## src/rtl/text_sequencer.sv

```systemverilog
// text_sequencer
// Queues glyph codes and feeds them one at a time to a font writer, keeping a
// text cursor (X, line-start X, Y, screen) that advances after each glyph and
// performs line feeds on code 63 or when the next glyph would not fit.
//
// Ports
//   Clock        single rising-edge clock
//   Reset        synchronous, active-low reset
//   PushValid    enqueue request for {PushColor, PushChar}
//   PushChar     6-bit glyph code (63 = newline control)
//   PushColor    glyph colour bit
//   PushReady    queue is not full
//   SetPos       cursor load strobe for PosX / PosY / PosScr
//   PosX, PosY   cursor position to load (PosX also becomes line-start X)
//   PosScr       screen select to load
//   ClearErr     clears the sticky Overflow / Timeout flags
//   FwBusy       font writer cannot accept a command yet
//   FwEnd        font writer finished the current glyph
//   SetInitPosX  one-cycle strobe, InitPosX holds the glyph's X position
//   Start        one-cycle strobe the cycle after SetInitPosX
//   InitPosX     X position of the glyph being drawn
//   InitPosY     current cursor Y
//   InitScr      current screen select
//   CharNumber   glyph code of the entry last taken from the queue
//   CharColor    colour of the entry last taken from the queue
//   Busy         sequencer active or cursor update pending
//   FifoCount    number of queued entries
//   Overflow     sticky: a push arrived while the queue was full
//   Timeout      sticky: font writer did not report FwEnd in time
module text_sequencer #(
  parameter int FIFO_DEPTH = 16,
  parameter int CHAR_PITCH = 7,
  parameter int LINE_PITCH = 9,
  parameter int X_LIMIT    = 320,
  parameter int TIMEOUT    = 1023
) (
  input  logic       Clock,
  input  logic       Reset,
  input  logic       PushValid,
  input  logic [5:0] PushChar,
  input  logic       PushColor,
  output logic       PushReady,
  input  logic       SetPos,
  input  logic [8:0] PosX,
  input  logic [6:0] PosY,
  input  logic       PosScr,
  input  logic       ClearErr,
  input  logic       FwBusy,
  input  logic       FwEnd,
  output logic       Start,
  output logic       SetInitPosX,
  output logic [8:0] InitPosX,
  output logic [6:0] InitPosY,
  output logic       InitScr,
  output logic [5:0] CharNumber,
  output logic       CharColor,
  output logic       Busy,
  output logic [4:0] FifoCount,
  output logic       Overflow,
  output logic       Timeout
);

  localparam int AW = (FIFO_DEPTH > 1) ? $clog2(FIFO_DEPTH) : 1;
  localparam int TW = (TIMEOUT > 1) ? $clog2(TIMEOUT) : 1;
  localparam logic [5:0] NEWLINE = 6'd63;

  typedef enum logic [2:0] {IDLE, POP, LOAD, START, WAIT, ADV} state_t;

  state_t        state;

  // Character queue
  logic [6:0]    mem [FIFO_DEPTH];
  logic [AW-1:0] wr_ptr;
  logic [AW-1:0] rd_ptr;
  logic [4:0]    count;
  logic [4:0]    count_next;
  logic          full;
  logic          empty;
  logic          do_push;
  logic          do_pop;
  logic [6:0]    head;

  // Cursor and pending cursor load
  logic [8:0]    cur_x;
  logic [8:0]    line_x;
  logic [6:0]    cur_y;
  logic          cur_scr;
  logic          pend;
  logic [8:0]    pend_x;
  logic [6:0]    pend_y;
  logic          pend_scr;

  logic [TW-1:0] wait_cnt;
  logic          timeout_hit;

  // Advance arithmetic, done wide so no intermediate sum can wrap.
  logic [9:0]    adv_x;
  logic          wrap_x;
  logic [7:0]    feed_y;
  logic          wrap_y;
  logic [6:0]    next_y;

  assign full    = (count == 5'(FIFO_DEPTH));
  assign empty   = (count == 5'd0);
  assign do_push = PushValid && !full;
  assign do_pop  = (state == POP);
  assign head    = mem[rd_ptr];

  // NOTE: every variable driven from always_comb gets a default first, so no
  // path can leave it unassigned and infer a latch.
  always_comb begin
    count_next = count;
    case ({do_push, do_pop})
      2'b10:   count_next = count + 5'd1;
      2'b01:   count_next = count - 5'd1;
      default: count_next = count;
    endcase
  end

  always_comb begin
    adv_x       = {1'b0, cur_x} + 10'(CHAR_PITCH);
    wrap_x      = ({1'b0, adv_x} + 11'(CHAR_PITCH)) > 11'(X_LIMIT);
    feed_y      = {1'b0, cur_y} + 8'(LINE_PITCH);
    // Wrap to the top when the line after the new one would not fit.
    wrap_y      = ({1'b0, feed_y} + 9'(LINE_PITCH)) > 9'd127;
    next_y      = wrap_y ? 7'd0 : feed_y[6:0];
    timeout_hit = (state == WAIT) && !FwEnd && (wait_cnt == TW'(TIMEOUT - 1));
  end

  // NOTE: the storage array has no reset; only the pointers and count define
  // what is valid, so clearing the contents would add logic for nothing.
  always_ff @(posedge Clock) begin
    if (do_push) mem[wr_ptr] <= {PushColor, PushChar};
  end

  // NOTE: all sequential state uses non-blocking assignments so every flop
  // samples the pre-edge values regardless of statement order.
  always_ff @(posedge Clock) begin
    if (!Reset) begin
      wr_ptr    <= '0;
      rd_ptr    <= '0;
      count     <= '0;
      PushReady <= 1'b0;
    end else begin
      if (do_push) wr_ptr <= (wr_ptr == AW'(FIFO_DEPTH - 1)) ? '0 : wr_ptr + AW'(1);
      if (do_pop)  rd_ptr <= (rd_ptr == AW'(FIFO_DEPTH - 1)) ? '0 : rd_ptr + AW'(1);
      count     <= count_next;
      PushReady <= (count_next != 5'(FIFO_DEPTH));
    end
  end

  always_ff @(posedge Clock) begin
    if (!Reset) begin
      state       <= IDLE;
      cur_x       <= '0;
      line_x      <= '0;
      cur_y       <= '0;
      cur_scr     <= 1'b0;
      pend        <= 1'b0;
      pend_x      <= '0;
      pend_y      <= '0;
      pend_scr    <= 1'b0;
      wait_cnt    <= '0;
      Start       <= 1'b0;
      SetInitPosX <= 1'b0;
      InitPosX    <= '0;
      CharNumber  <= '0;
      CharColor   <= 1'b0;
      Overflow    <= 1'b0;
      Timeout     <= 1'b0;
    end else begin
      Start       <= 1'b0;
      SetInitPosX <= 1'b0;

      // Outside IDLE a cursor load is parked; the latest one wins.
      if (SetPos && state != IDLE) begin
        pend     <= 1'b1;
        pend_x   <= PosX;
        pend_y   <= PosY;
        pend_scr <= PosScr;
      end

      case (state)
        IDLE: begin
          if (SetPos) begin
            cur_x   <= PosX;
            line_x  <= PosX;
            cur_y   <= PosY;
            cur_scr <= PosScr;
            pend    <= 1'b0;
          end else if (pend) begin
            // A load parked across a timeout is applied here so Busy clears.
            cur_x   <= pend_x;
            line_x  <= pend_x;
            cur_y   <= pend_y;
            cur_scr <= pend_scr;
            pend    <= 1'b0;
          end
          if (!empty) state <= POP;
        end

        POP: begin
          CharNumber <= head[5:0];
          CharColor  <= head[6];
          state      <= (head[5:0] == NEWLINE) ? ADV : LOAD;
        end

        LOAD: begin
          if (!FwBusy) begin
            SetInitPosX <= 1'b1;
            InitPosX    <= cur_x;
            state       <= START;
          end
        end

        START: begin
          Start    <= 1'b1;
          wait_cnt <= '0;
          state    <= WAIT;
        end

        WAIT: begin
          if (FwEnd)            state <= ADV;
          else if (timeout_hit) state <= IDLE;
          else                  wait_cnt <= wait_cnt + TW'(1);
        end

        ADV: begin
          state <= IDLE;
          pend  <= 1'b0;
          if (SetPos) begin
            cur_x   <= PosX;
            line_x  <= PosX;
            cur_y   <= PosY;
            cur_scr <= PosScr;
          end else if (pend) begin
            cur_x   <= pend_x;
            line_x  <= pend_x;
            cur_y   <= pend_y;
            cur_scr <= pend_scr;
          end else if (CharNumber == NEWLINE || wrap_x) begin
            cur_x <= line_x;
            cur_y <= next_y;
          end else begin
            cur_x <= adv_x[8:0];
          end
        end

        default: state <= IDLE;
      endcase

      // Sticky errors; a clear beats a coincident set.
      if (ClearErr)               Overflow <= 1'b0;
      else if (PushValid && full) Overflow <= 1'b1;

      if (ClearErr)         Timeout <= 1'b0;
      else if (timeout_hit) Timeout <= 1'b1;
    end
  end

  assign InitPosY  = cur_y;
  assign InitScr   = cur_scr;
  assign Busy      = (state != IDLE) || pend;
  assign FifoCount = count;

endmodule

```

## config.mk

```make
export PLATFORM = sky130hd
export DESIGN_NAME = text_sequencer
export DESIGN_NICKNAME = d
export VERILOG_FILES = /design/src/rtl/text_sequencer.sv
export SDC_FILE = /design/constraint.sdc
export NUM_CORES = 1
export LEC_CHECK = 0
export ABC_AREA = 1
export CAP_MARGIN = 20
export CORE_ASPECT_RATIO = 1.1
export CORE_UTILIZATION = 47
export CTS_CLUSTER_SIZE = 14
export DETAILED_ROUTE_END_ITERATION = 10
export DONT_BUFFER_PORTS = 1
export PLACE_DENSITY = 0.61
export SYNTH_ARGS = -nofsm -noshare
export SYNTH_HDL_FRONTEND = slang
export SYNTH_SLANG_ARGS = --single-unit
```

## constraint.sdc

```tcl
create_clock -name Clock -period 3.38 [get_ports Clock]
set_clock_uncertainty 0.2 [all_clocks]
set_input_delay 0.507 -clock Clock [delete_from_list [all_inputs] [get_ports Clock]]
set_output_delay 0.507 -clock Clock [all_outputs]
set_load 0.01 [all_outputs]
```

Run 1, supply network:
Scale: 3 px per µm. Pins as bars on the die edge.
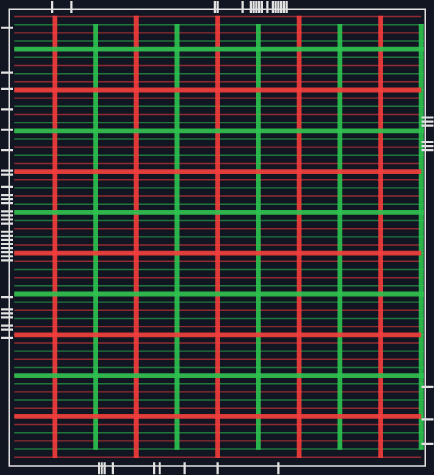
legend:
  red:
    net: VSS
  green:
    net: VDD
met5 straps: 10
met4 straps: 10
rows: 54
signal pins: 66
met1 rails: 55

Run 1, routed clock nets over the placement:
Scale: 4 px per µm.
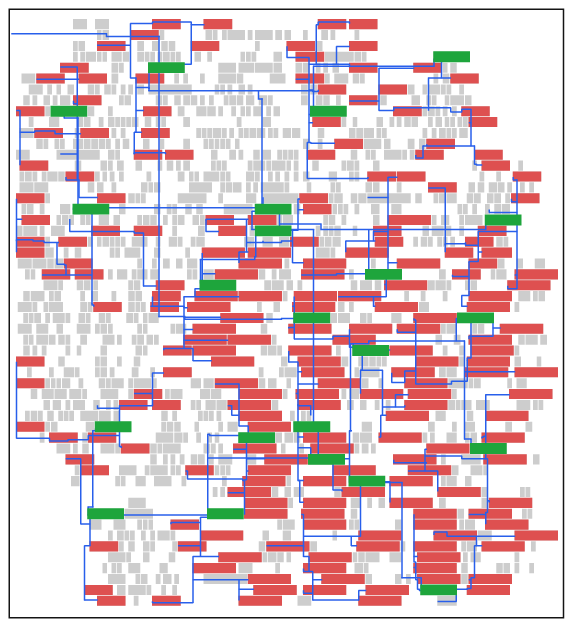
legend:
  green:
    item: clock drivers
    count: 22
  red:
    item: flip-flops
    count: 207
  blue:
    item: clock wires
    length: 2520 µm
flops lie: widely spread

Run 1, local utilization:
Scale: 2 px per µm. The die is cut into 14 by 15 equal tiles; white is low, dark blue is high, 0 to 100% covered.
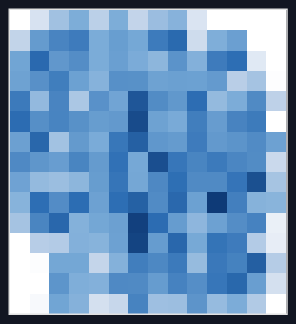
tiles over 75% full: 11%
densest ninth of the die: middle
fullest tile: 96%
nearly empty tiles: 8.1%
mean over tiles: 51%

==> flow_summary.yaml, run 1 <==
# flow metrics
power_and_ir_drop:
  top_power_group: "sequential cells"
  seq-power_w: 0.00327
  clk-power_w: 0.00260
  net-switching-power_w: 0.00272
  power-per-cell-area_mw_per_mm2: 730
  power.share.clock: 0.324
  fin_total_pwr_w: 0.00803
  ir_drop_mv: 0.413
  power.share.sequential: 0.407
cts:
  cts_setup_buffers: 0
  cts_buffer_depth: 3
  htreeDepth: 1
  clock_insertion_delay_worst_skew_ps: 510
  clk_root_buffer_cell: "clkbuf_16"
  numCtsBuffers: 22
  cts_hold_buffers: 28
  worst_setup_hold_path_clk_slew_ps: 60
status:
  run_status: "finished with violations"
  failed_checks: "design-rule violations"
drt:
  vias: 7356
  wirelength_um: 22400
  detail_route.iter0.violations: 425
  drc_errors: 2
  routed_wirelength_normalized_by_instance_count_um: 16.1
worst_setup_path:
  critical_path.reg2reg.startpoint: "FifoCount[1]"
  crit_top_cell: "nand2_1"
  critical_path_peak_fanout: 5
  path_buffers: 1
  path_class: "reg -> reg"
  critical_path_required_ps: 3560
  worst_r2r_endpoint: "PushReady"
  worst-path-stages: 14
  worst_setup_path_end_kind: "flip-flop"
  worst_ep_arrival_time_ps: 3020
  critical_path.cell_chain: "nor4_2 > nand2_1 > nand2_1 > ha_1 > inv_1 > fa_1 > o21ai_0 > a21oi_1 > nand2_1 > nand2_1 > nor2_1 > xnor2_1 > nor3_1 > nor2_1"
  worstRegToRegCells: 14
  critical_path.startpoint_type: "flip-flop"
  max_stage_delay_ps: 420
  worst_setup_path_endpoint: "PushReady"
  setup_slack_of_the_most_critical_reg_to_reg_path_ps: 540
cells_and_area:
  final-seq-area_mm2: 0.00527
  antenna_cells_inserted: 0
  final_core_util: 0.552
  seq_share: 0.479
  stdcell_count: 1392
  final_cell_area_mm2: 0.0110
  final-nonclk-buf-share: 0.0435
  nNetsFinal: 1175
  layout_top_cell: "nand2_1"
  top_class_by_area: "flip-flops and latches"
  filler_cell_count: 1813
  clock_tree_area_fraction: 0.0724
  nMultiInputCombCells: 735
  layout-drive-gt1-share: 0.0868
  sh_comb_area: 0.341
  combined_area_of_the_multi_input_logic_cells_mm2: 0.00375
  regMostFlops: "mem"
  design.seq.count: 207
  largest_register_ff_count: 112
  non_clock_buffer_count: 53
  biggestRegsByFlops: "mem (112), wait_cnt (10)"
min_path:
  holdPathStages: 3
  hold_start: "Reset"
  holdCritPathClass: "in -> reg"
place:
  placed_cells_incl_taps: 1323
  dp_hpwl_um: 14900
  dp_slack_ps: 324
  placed_area_mm2: 0.00990
synthesis:
  simple_gate_share: 0.205
  ys.flops: 207
  synth_top_cell_by_area: "edfxtp_1"
  top_area_cell_types: "edfxtp_1 35%, dfxtp_1 20%, nand2_1 7.1%, nor2_1 6.3%, o21ai_0 5.8%"
  complex_gates_by_area: 0.144
  ys.flop_type: "edfxtp_1"
  yosysWarnings: 0
  syn-num-nets: 1145
  xor_share: 0.0144
  yosysTopAreaCellShare: 0.351
  synth-cells-yosys: 1094
  synth-edff-count: 112
  synth-async-reset-ratio: 0
  gate_count_of_the_mapped_netlist: 1094
  postSynthSeqShare: 0.549
  multiplexer_share_of_the_synthesized_area: 0
final_timing:
  fmaxAchievable_mhz: 352
  post-route-period-util: 0.841
  timing_hold_violations_final: 0
  rsz0062_at_grt: "no"
  slew_headroom: 0.426
  final-max-slew-violation-count: 0
  fin_tns_setup_ps: 0
  slew_at_the_pin_closest_to_its_max_slew_limit_ps: 857
  timing.final.ws_setup_ps: 537
  finalSetupViolations: 0
floorplanning:
  well_tap_count: 252
  placementRows: 54
  vertical_extent_of_the_die_um: 152
  fp.dieArea_mm2: 0.0210
  floorplan.core_area_mm2: 0.0199
  pin_count: 66
  die.size.x_um: 138
global_routing:
  antenna_violations_before_repair: 0
  grt.total_usage: 0.216
  grt_pass1_wl_um: 35800
flow_run:
  drv.max_cap_violation_count: 0
  tool_warnings: 35
## run 1: Yosys cell counts, types with 4 or more instances
master	instances
nor2_1	161
nand2_4	4
o21ai_1	6
nand2_2	10
o22ai_1	7
o21bai_1	4
inv_2	5
xor2_1	11
o21ai_0	112
a21oi_1	74
buf_2	6
dfxtp_1	95
edfxtp_1	112
ha_1	19
or2_2	4
nor3_1	7
inv_1	95
a31oi_1	5
nand4_1	11
a32oi_1	4
clkinv_1	4
clkbuf_1	40
nand2_1	182
o211ai_1	14
o221ai_1	10
nand3_1	61
a21boi_0	8
## run 1: metal layers
metal | vias up | wire length, µm | global-route usage
met5 | - | 0 | 0
met4 | 0 | 357 | 0.0584
met3 | 28 | 1090 | 0.0358
met2 | 149 | 10600 | 0.375
met1 | 3424 | 10400 | 0.283
li1 | 3755 | - | -
==> run 2, diff against run 1 <==
--- a/config.mk
+++ b/config.mk
@@ -12,7 +12,7 @@
 export CTS_CLUSTER_SIZE = 14
 export DETAILED_ROUTE_END_ITERATION = 10
 export DONT_BUFFER_PORTS = 1
-export PLACE_DENSITY = 0.61
+export PLACE_DENSITY = 0.63
 export SYNTH_ARGS = -nofsm -noshare
 export SYNTH_HDL_FRONTEND = slang
 export SYNTH_SLANG_ARGS = --single-unit
==> constraint.sdc (replaced) <==
create_clock -name Clock -period 2.59 [get_ports Clock]
set_clock_uncertainty 0.2 [all_clocks]
set_input_delay 0.3885 -clock Clock [delete_from_list [all_inputs] [get_ports Clock]]
set_output_delay 0.3885 -clock Clock [all_outputs]
set_load 0.01 [all_outputs]
Run 2, local utilization:
Scale: 2 px per µm. The die is cut into 14 by 15 equal tiles; white is low, dark blue is high, 0 to 100% covered.
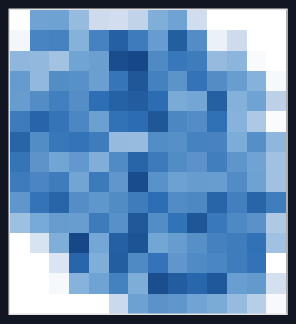
final core utilization: 0.571
Core Region: 0.0199 mm²
Floorplan Utilization: 0.481

Run 2, the metal 4 layer:
Scale: 2 px per µm.
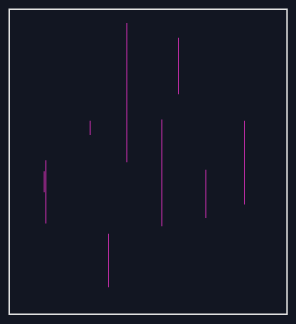
nets with wire on the layer: 7
longest straight run: 69.4 µm
main direction: vertical
wire length on this layer: 290 µm
share of all routed wire: 1.3%

Run 2, routing congestion:
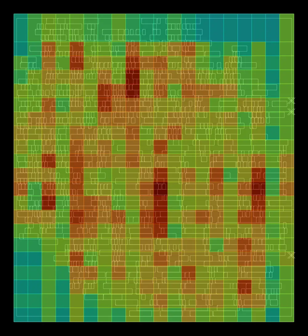
overall routing resource usage: 0.215
GR Layer Usage met2: 0.383
met3 track utilization from global routing: 0.0415
met1 routing resource usage after global routing: 0.271
Most Crowded Layer GR: met2

==> flow_summary.yaml, run 2 <==
# flow metrics
final_timing:
  finalSetupViolations: 0
  slew_headroom: 0.452
  timing_hold_violations_final: 0
  rsz0062_at_grt: "yes"
  timing.final.ws_setup_ps: 118
  final-max-slew-violation-count: 0
  fmaxAchievable_mhz: 404
  post-route-period-util: 0.955
  fin_tns_setup_ps: 0
  slew_at_the_pin_closest_to_its_max_slew_limit_ps: 819
synthesis:
  yosysTopAreaCellShare: 0.351
  yosysWarnings: 0
  postSynthSeqShare: 0.549
  synth-cells-yosys: 1094
  synth-edff-count: 112
  ys.flops: 207
  synth_top_cell_by_area: "edfxtp_1"
  syn-mean-instance-area_um2: 8.76
  gate_count_of_the_mapped_netlist: 1094
  synthTopCellsByCount: "182 x nand2_1, 161 x nor2_1, 112 x edfxtp_1, 112 x o21ai_0"
  synthMostInstantiatedCell: "nand2_1"
  synth-async-reset-ratio: 0
  ys.flop_type: "edfxtp_1"
flow_run:
  tool_warnings: 36
cells_and_area:
  regMostFlops: "mem"
  seq_share: 0.463
  nNetsFinal: 1201
  top_class_by_area: "flip-flops and latches"
  final_cell_area_mm2: 0.0114
  layout-drive-gt1-share: 0.126
  antenna_cells_inserted: 0
  clock_tree_area_fraction: 0.0651
  largest_register_ff_count: 112
  non_clock_buffer_count: 76
  stdcell_count: 1419
  nMultiInputCombCells: 737
  layout_top_cell: "nand2_1"
  combined_area_of_the_multi_input_logic_cells_mm2: 0.00396
  clockBufferCount: 33
  final-nonclk-buf-share: 0.0607
  filler_cell_count: 1739
power_and_ir_drop:
  comb_power_share: 0.307
  seq-power_w: 0.00419
  power-per-cell-area_mw_per_mm2: 937
  power.share.sequential: 0.393
  clk-power_w: 0.00320
  power.share.clock: 0.300
  top_power_group: "sequential cells"
  net-switching-power_w: 0.00371
floorplanning:
  pin_count: 66
  die.size.x_um: 138
  fp.dieArea_mm2: 0.0210
  vertical_extent_of_the_die_um: 152
worst_setup_path:
  critical_path_peak_fanout: 6
  critical_path.reg2reg.startpoint: "cur_x[2]"
  worst_setup_path_end_kind: "flip-flop"
  worst-path-stages: 18
  worst_ep_arrival_time_ps: 2700
  max_stage_delay_ps: 380
  path_buffers: 3
  worst_setup_path_endpoint: "cur_x[6]"
  setup_slack_of_the_most_critical_reg_to_reg_path_ps: 120
  crit_top_cell: "nand2_1"
  critical_path.startpoint_type: "flip-flop"
  critical_path_required_ps: 2820
  path_class: "reg -> reg"
  worst_r2r_endpoint: "cur_x[6]"
place:
  dp_slack_ps: 6.10
  placed_cells_incl_taps: 1336
  dp_hpwl_um: 14600
  placed_area_mm2: 0.0100
cts:
  cts_buffer_depth: 3
  clock_insertion_delay_worst_skew_ps: 520
  htreeDepth: 1
  clk_root_buffer_cell: "clkbuf_16"
  numCtsBuffers: 23
drt:
  drc_errors: 6
  routed_wirelength_normalized_by_instance_count_um: 15.9
  wirelength_um: 22500
  detail_route.iter0.violations: 458
  vias: 7501
status:
  run_status: "finished with violations"
  failed_checks: "design-rule violations"
min_path:
  hold_start: "PosY[3]"
  holdPathStages: 4
  holdCritPathClass: "in -> reg"
global_routing:
  grt_pass1_wl_um: 35900
  antenna_violations_before_repair: 0
-- run 2: cell counts after synthesis --
No cell type changed its count.
-- run 2: cells by family after synthesis --
group	share of synthesized area
xor gates and xnor gates	0.0144
AOI/OAI and AO/OA	0.144
buffers and inverters	0.0606
adders and majority gates	0.0269
DFF	0.549
and+or+nand+nor	0.205
-- run 2: repair_timing --
action                                  CTS  global route
hold buffers                             35             0
gates cloned                              0             2
endpoints found under the setup margin    1            21
hold endpoints to repair                175             0
resized                                   1            48
pin swaps                                 1            18
setup buffers                             0             4
-- run 2: layer usage --
layer  routed length (µm)  GRT usage  up-vias
met4                  290     0.0534        0
met2                10900      0.383      134
met3                 1080     0.0415       20
met5                    0          0        -
li1                     -          -     3820
met1                10200      0.271     3527
==> run 3, diff against run 2 <==
--- a/config.mk
+++ b/config.mk
@@ -9,7 +9,6 @@
 export CAP_MARGIN = 20
 export CORE_ASPECT_RATIO = 1.1
 export CORE_UTILIZATION = 47
-export CTS_CLUSTER_SIZE = 14
 export DETAILED_ROUTE_END_ITERATION = 10
 export DONT_BUFFER_PORTS = 1
 export PLACE_DENSITY = 0.63
Run 3, supply network:
Scale: 3 px per µm. Pins as bars on the die edge.
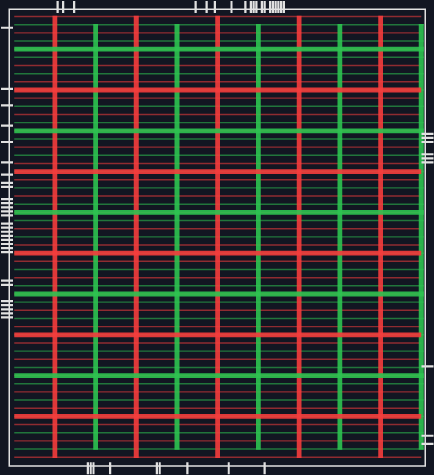
Peak supply drop: 0.507 mV
vertical extent of the die: 152 µm
Die X: 138 µm

Run 3, routing congestion:
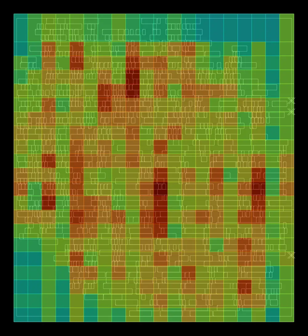
routed wirelength normalized by instance count: 15.9 µm

Run 3, the metal 4 layer:
Scale: 2 px per µm.
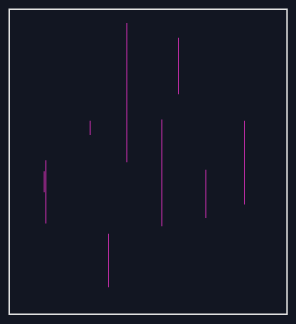
routed via count: 7501
final wirelength: 22500 µm

==> flow_summary.yaml, run 3 <==
# flow metrics
power_and_ir_drop:
  cell_internal_pwr_w: 0.00696
  net-switching-power_w: 0.00371
  power.share.sequential: 0.393
  p_leak_nw: 4.33
  fin_total_pwr_w: 0.0107
  comb_power_share: 0.307
  power.share.clock: 0.300
  power-per-cell-area_mw_per_mm2: 937
  switching_share: 0.347
synthesis:
  syn-mean-instance-area_um2: 8.76
  synth-cells-yosys: 1094
  synthMostInstantiatedCell: "nand2_1"
  syn_area_mm2: 0.00959
  ys.flop_type: "edfxtp_1"
  syn-num-nets: 1145
  yosys.cell_types.count: 42
  synth_top_cell_by_area: "edfxtp_1"
  postSynthSeqShare: 0.549
  top_area_cell_types: "edfxtp_1 35%, dfxtp_1 20%, nand2_1 7.1%, nor2_1 6.3%, o21ai_0 5.8%"
  simple_gate_share: 0.205
  yosysWarnings: 0
  synthTopCellsByCount: "182 x nand2_1, 161 x nor2_1, 112 x edfxtp_1, 112 x o21ai_0"
  complex_gates_by_area: 0.144
  yosysChipArea_mm2: 0.00959
  synth.logic.top_family: "simple AND/OR/NAND/NOR gates"
  gate_count_of_the_mapped_netlist: 1094
  ys.flops: 207
  xor_share: 0.0144
  synth.cellmix.adderShare: 0.0269
  synth-edff-count: 112
  synth-async-reset-ratio: 0
  yosysTopAreaCellShare: 0.351
  multiplexer_share_of_the_synthesized_area: 0
cts:
  worst_setup_hold_path_clk_slew_ps: 60
  clock_insertion_delay_worst_skew_ps: 520
  numCtsBuffers: 23
  cts.repair.resized: 1
  clk_root_buffer_cell: "clkbuf_16"
  clock_sink_count: 207
  cts_setup_buffers: 0
  htreeDepth: 1
  cts_hold_buffers: 35
  cts_buffer_depth: 3
drt:
  drc_errors: 6
  routedLengthMet1_um: 10200
  detail_route.iter0.violations: 458
  postRouteAntennaNets: 0
  maxUsedRoutingLayer: "met4"
  drt-vias-per-instance: 5.29
  routed_met2_length_um: 10900
  met3RoutedLength_um: 1080
final_timing:
  finalSetupViolations: 0
  slew_headroom: 0.452
  min_tclk_post_route_ps: 2470
  fin_tns_setup_ps: 0
  fmaxAchievable_mhz: 404
  post-route-period-util: 0.955
  slew_at_the_pin_closest_to_its_max_slew_limit_ps: 819
  timing.final.ws_setup_ps: 118
  rsz0062_at_grt: "yes"
  final-max-slew-violation-count: 0
  timing_hold_violations_final: 0
floorplanning:
  pin_count: 66
  well_tap_count: 252
  fp.dieArea_mm2: 0.0210
  placementRows: 54
  floorplan.core_area_mm2: 0.0199
  initCoreUtil: 0.481
worst_setup_path:
  critical_path.reg2reg.startpoint: "cur_x[2]"
  max_stage_delay_ps: 380
  worst_ep_arrival_time_ps: 2700
  timing.critical_path.from: "cur_x[2]"
  cpMaxStageDelayCell: "dfxtp_4"
  worst_setup_path_end_kind: "flip-flop"
  critical_path.cell_chain: "inv_6 > ha_4 > nand2_4 > nand2_4 > nand3_1 > nand2_1 > nand2_2 > inv_2 > nor2_1 > nand2_1 > xor2_2 > nand2_4 > buf_4 > nand3_1 > nand3_1 > nand2_1 > nand2_1 > a21oi_1"
  critical_path_required_ps: 2820
  crit_top_cell: "nand2_1"
  path_class: "reg -> reg"
  worstRegToRegCells: 18
  setup_slack_of_the_most_critical_reg_to_reg_path_ps: 120
  critical_path.startpoint_type: "flip-flop"
  worst_r2r_endpoint: "cur_x[6]"
  worst_setup_path_endpoint: "cur_x[6]"
  critical_path_peak_fanout: 6
global_routing:
  met1_usage: 0.271
  first_global_vias: 7057
  pin_count_of_the_biggest_net_entering_global_routing: 57
  antenna_violations_before_repair: 0
  met3_usage: 0.0415
  grt_pass1_wl_um: 35900
  top_usage_layer: "met2"
  grt.total_usage: 0.215
  globalRouteOverflowTotal: 0
  met2_usage: 0.383
cells_and_area:
  largest_register_ff_count: 112
  logic_inverters: 105
  growth_of_design_area_from_synthesis_to_finish_pct: 18.7
  final_core_util: 0.571
  clock_tree_area_fraction: 0.0651
  nMultiInputCombCells: 737
  stdcell_count: 1419
  clockBufferCount: 33
  design.seq.count: 207
  seq_share: 0.463
  filler_cell_count: 1739
  layout-drive-gt1-share: 0.126
  final-seq-area_mm2: 0.00527
  layout_top_cell: "nand2_1"
  biggestRegsByFlops: "mem (112), wait_cnt (10)"
  final-nonclk-buf-share: 0.0607
  final_cell_area_mm2: 0.0114
  non_clock_buffer_count: 76
  nNetsFinal: 1201
  sh_comb_area: 0.348
  regMostFlops: "mem"
  antenna_cells_inserted: 0
  combined_area_of_the_multi_input_logic_cells_mm2: 0.00396
  top_class_by_area: "flip-flops and latches"
place:
  place.gp.congestion: 0.817
  buffer_ports.inserted: 0
  dp_slack_ps: 6.10
  dp_hpwl_um: 14600
  placed_area_mm2: 0.0100
  placed_cells_incl_taps: 1336
min_path:
  holdCritPathClass: "in -> reg"
  holdPathStages: 4
  hold_start: "PosY[3]"
status:
  failed_checks: "design-rule violations"
  run_status: "finished with violations"
flow_run:
  tool_warnings: 36
  drv.max_cap_violation_count: 0
-- run 3: cell counts in the layout (fill, tap and decap cells not counted) --
Identical to the previous run, type by type.
-- run 3: critical path, delay by kind of cell (launching register included) --
| kind | cells | cell delay [ps] |
|---|---|---|
| flops | 1 | 380 |
| compound gates | 1 | 120 |
| xor+xnor | 1 | 200 |
| simple gates | 12 | 1060 |
| buf+inv | 3 | 280 |
| fa+ha+maj | 1 | 150 |
-- run 3: power groups by stage --
stage	sequential, W	clock [W]	combinational (W)
2_1_floorplan	0.00419	0	0.00212
6_report	0.00419	0.00320	0.00327
4_1_cts	0.00416	0.00326	0.00310
5_1_grt	0.00424	0.00338	0.00371
3_5_place_dp	0.00423	0	0.00300
3_3_place_gp	0.00423	0	0.00297
Power is estimated from default activity; no workload was simulated.
